**src/rtl/mips_alu_regfile.sv**
```systemverilog
`default_nettype none
// ============================================================================
// Module   : mips_alu_regfile
// Brief    : Multicycle MIPS execution core: 32x32 register file ($0 reads as
//            zero, async active-low clear) plus a 3-bit-coded combinational ALU.
// Revision : 1.0 - initial release
// ============================================================================
module mips_alu_regfile #(
    parameter int WIDTH = 32,
    parameter int NREGS = 32
) (
    input  logic                       clk,
    input  logic                       reset,
    input  logic                       we3,
    input  logic [$clog2(NREGS)-1:0]   ra1,
    input  logic [$clog2(NREGS)-1:0]   ra2,
    input  logic [$clog2(NREGS)-1:0]   wa3,
    input  logic [WIDTH-1:0]           wd3,
    output logic [WIDTH-1:0]           rd1,
    output logic [WIDTH-1:0]           rd2,
    input  logic [WIDTH-1:0]           A,
    input  logic [WIDTH-1:0]           B,
    input  logic [2:0]                 alucont,
    output logic [WIDTH-1:0]           result,
    output logic                       zero
);

    localparam logic [2:0] ALU_AND  = 3'b000;
    localparam logic [2:0] ALU_OR   = 3'b001;
    localparam logic [2:0] ALU_ADD  = 3'b010;
    localparam logic [2:0] ALU_ANDN = 3'b100;
    localparam logic [2:0] ALU_ORN  = 3'b101;
    localparam logic [2:0] ALU_SUB  = 3'b110;
    localparam logic [2:0] ALU_SLT  = 3'b111;

    // ------------------------------------------------------------------
    // Register file
    // ------------------------------------------------------------------
    logic [WIDTH-1:0] regs [NREGS];

    always_ff @(posedge clk or negedge reset) begin
        if (!reset) begin
            for (int i = 0; i < NREGS; i++) begin
                regs[i] <= '0;
            end
        end else if (we3 && (wa3 != '0)) begin
            regs[wa3] <= wd3;
        end
    end

    // $0 is forced to zero on read so its storage content never matters
    assign rd1 = (ra1 == '0) ? '0 : regs[ra1];
    assign rd2 = (ra2 == '0) ? '0 : regs[ra2];

    // ------------------------------------------------------------------
    // ALU
    // ------------------------------------------------------------------
    logic [WIDTH-1:0] sum;
    logic [WIDTH-1:0] diff;
    logic             sub_ovf;
    logic             slt;

    assign sum  = A + B;
    assign diff = A - B;

    // Signed overflow on A-B: operands differ in sign and the result sign
    // differs from A; the true "less than" is the result sign flipped by it.
    assign sub_ovf = (A[WIDTH-1] != B[WIDTH-1]) && (diff[WIDTH-1] != A[WIDTH-1]);
    assign slt     = diff[WIDTH-1] ^ sub_ovf;

    always_comb begin
        result = '0;
        case (alucont)
            ALU_AND:  result = A & B;
            ALU_OR:   result = A | B;
            ALU_ADD:  result = sum;
            ALU_ANDN: result = A & ~B;
            ALU_ORN:  result = A | ~B;
            ALU_SUB:  result = diff;
            ALU_SLT:  result = {{(WIDTH-1){1'b0}}, slt};
            default:  result = '0;
        endcase
    end

    assign zero = (result == '0);

endmodule
`default_nettype wire

```
**config.mk**
```make
export PLATFORM = sky130hd
export DESIGN_NAME = mips_alu_regfile
export DESIGN_NICKNAME = d
export VERILOG_FILES = /design/src/rtl/mips_alu_regfile.sv
export SDC_FILE = /design/constraint.sdc
export NUM_CORES = 2
export LEC_CHECK = 0
export CAP_MARGIN = 20
export CORE_ASPECT_RATIO = 0.75
export CORE_MARGIN = 8
export CORE_UTILIZATION = 35
export CTS_BUF_LIST = sky130_fd_sc_hd__clkbuf_2 sky130_fd_sc_hd__clkbuf_4 sky130_fd_sc_hd__clkbuf_8
export DETAILED_ROUTE_END_ITERATION = 8
export HOLD_SLACK_MARGIN = 0.12
export SLEW_MARGIN = 15
export SYNTH_ARGS = -nofsm -noshare
export SYNTH_HDL_FRONTEND = slang
export SYNTH_SLANG_ARGS = --single-unit
```
**constraint.sdc**
```tcl
create_clock -name clk -period 10.5 [get_ports clk]
set_input_delay 3.15 -clock clk [delete_from_list [all_inputs] [get_ports clk]]
set_output_delay 3.15 -clock clk [all_outputs]
set_load 0.005 [all_outputs]
```
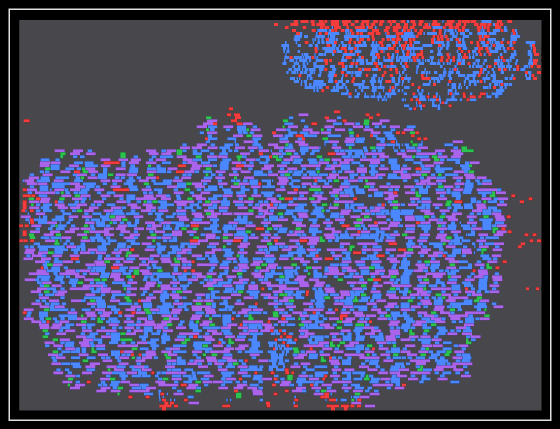
(placed cells, one colour a class)
Fill, decap, tap and diode cells in grey.
clock drivers and dummy loads: shown in green, cells 285, share of their area 5.2%. sequential cells: shown in purple, cells 1024, share of their area 39%. combinational and other logic: shown in blue, cells 2552, share of their area 49%. remaining buffers and delay cells: shown in red, cells 534, share of their area 7.6%.
Seq/total area: 37.1%
Design Area, Final: 69000 µm²

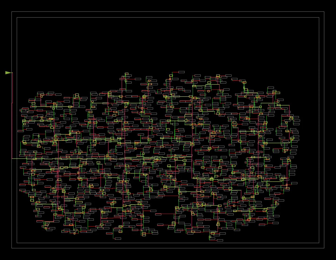
(clock wiring as the flow saved it)
clock buf count: 257
clk latency late pin: 840 ps

==> CHANGELOG.md <==
### Physical design

- Status: finished, final reports clean
- CTS Root Cell: clkbuf_8
- CP startpoint kind: input port
- Yosys Chip Area: 58800 µm²
- Comb/total area: 46.2%
- Row count: 130
- Vias: 39000
- Critical path depth in cells: 17
- Worst hold path type: reg2reg
- Worst slack, placed: -1020 ps
- Clock power share: 30.7%
- Largest delay share family, worst path: AND-OR/OR-AND gates
- Area Growth Syn to Fin: 17.5%
- Slowest CP cell: or4b_1
- Final Wtd Congestion: 0.935
- Total grt overflow: 0
- Clk pwr: 3.66 mW
- GR Layer Usage met2: 31.4%
- Final Hold Viols: 0
- Post-layout power: 11.9 mW
- Setup TNS: 0 ps
- CTS sink cnt: 1024
- Seq pwr share: 43.8%
- Max FO, Critical Path: 11
- Clk buf depth: 3
- Biggest Area Class: multi-input combinational cells
- Max FFs per register: 1024
- Reg-to-reg startpoint: regs[890]
- Max-capacitance violation count: 0
- CP Capture Type: output port
- Asr flop ratio synth: 100%
- Net Count, Synth: 4189
- # Cells Yosys: 4007
- And-or/or-and share of the synthesized area: 3.79%
- Met3 GRT Util: 3.71%
- Initial antenna violation count: 12
- NetSw: 3.38 mW
- CTS resizes: 17
- Final tally of setup violations: 0
- Die Y: 371 µm
- Post-layout period usage of the worst path: 98.1%
- Post-synth top cells: dfrtp_1 (1024), mux2_2 (992), mux4_2 (640)
- AND/OR/NAND/NOR Cells, Area Fraction: 2.82%
- # port buffers: 213
- Non-clk invs: 63
- CTS hold repair buffers: 0
Power and IR drop assume default switching activity.
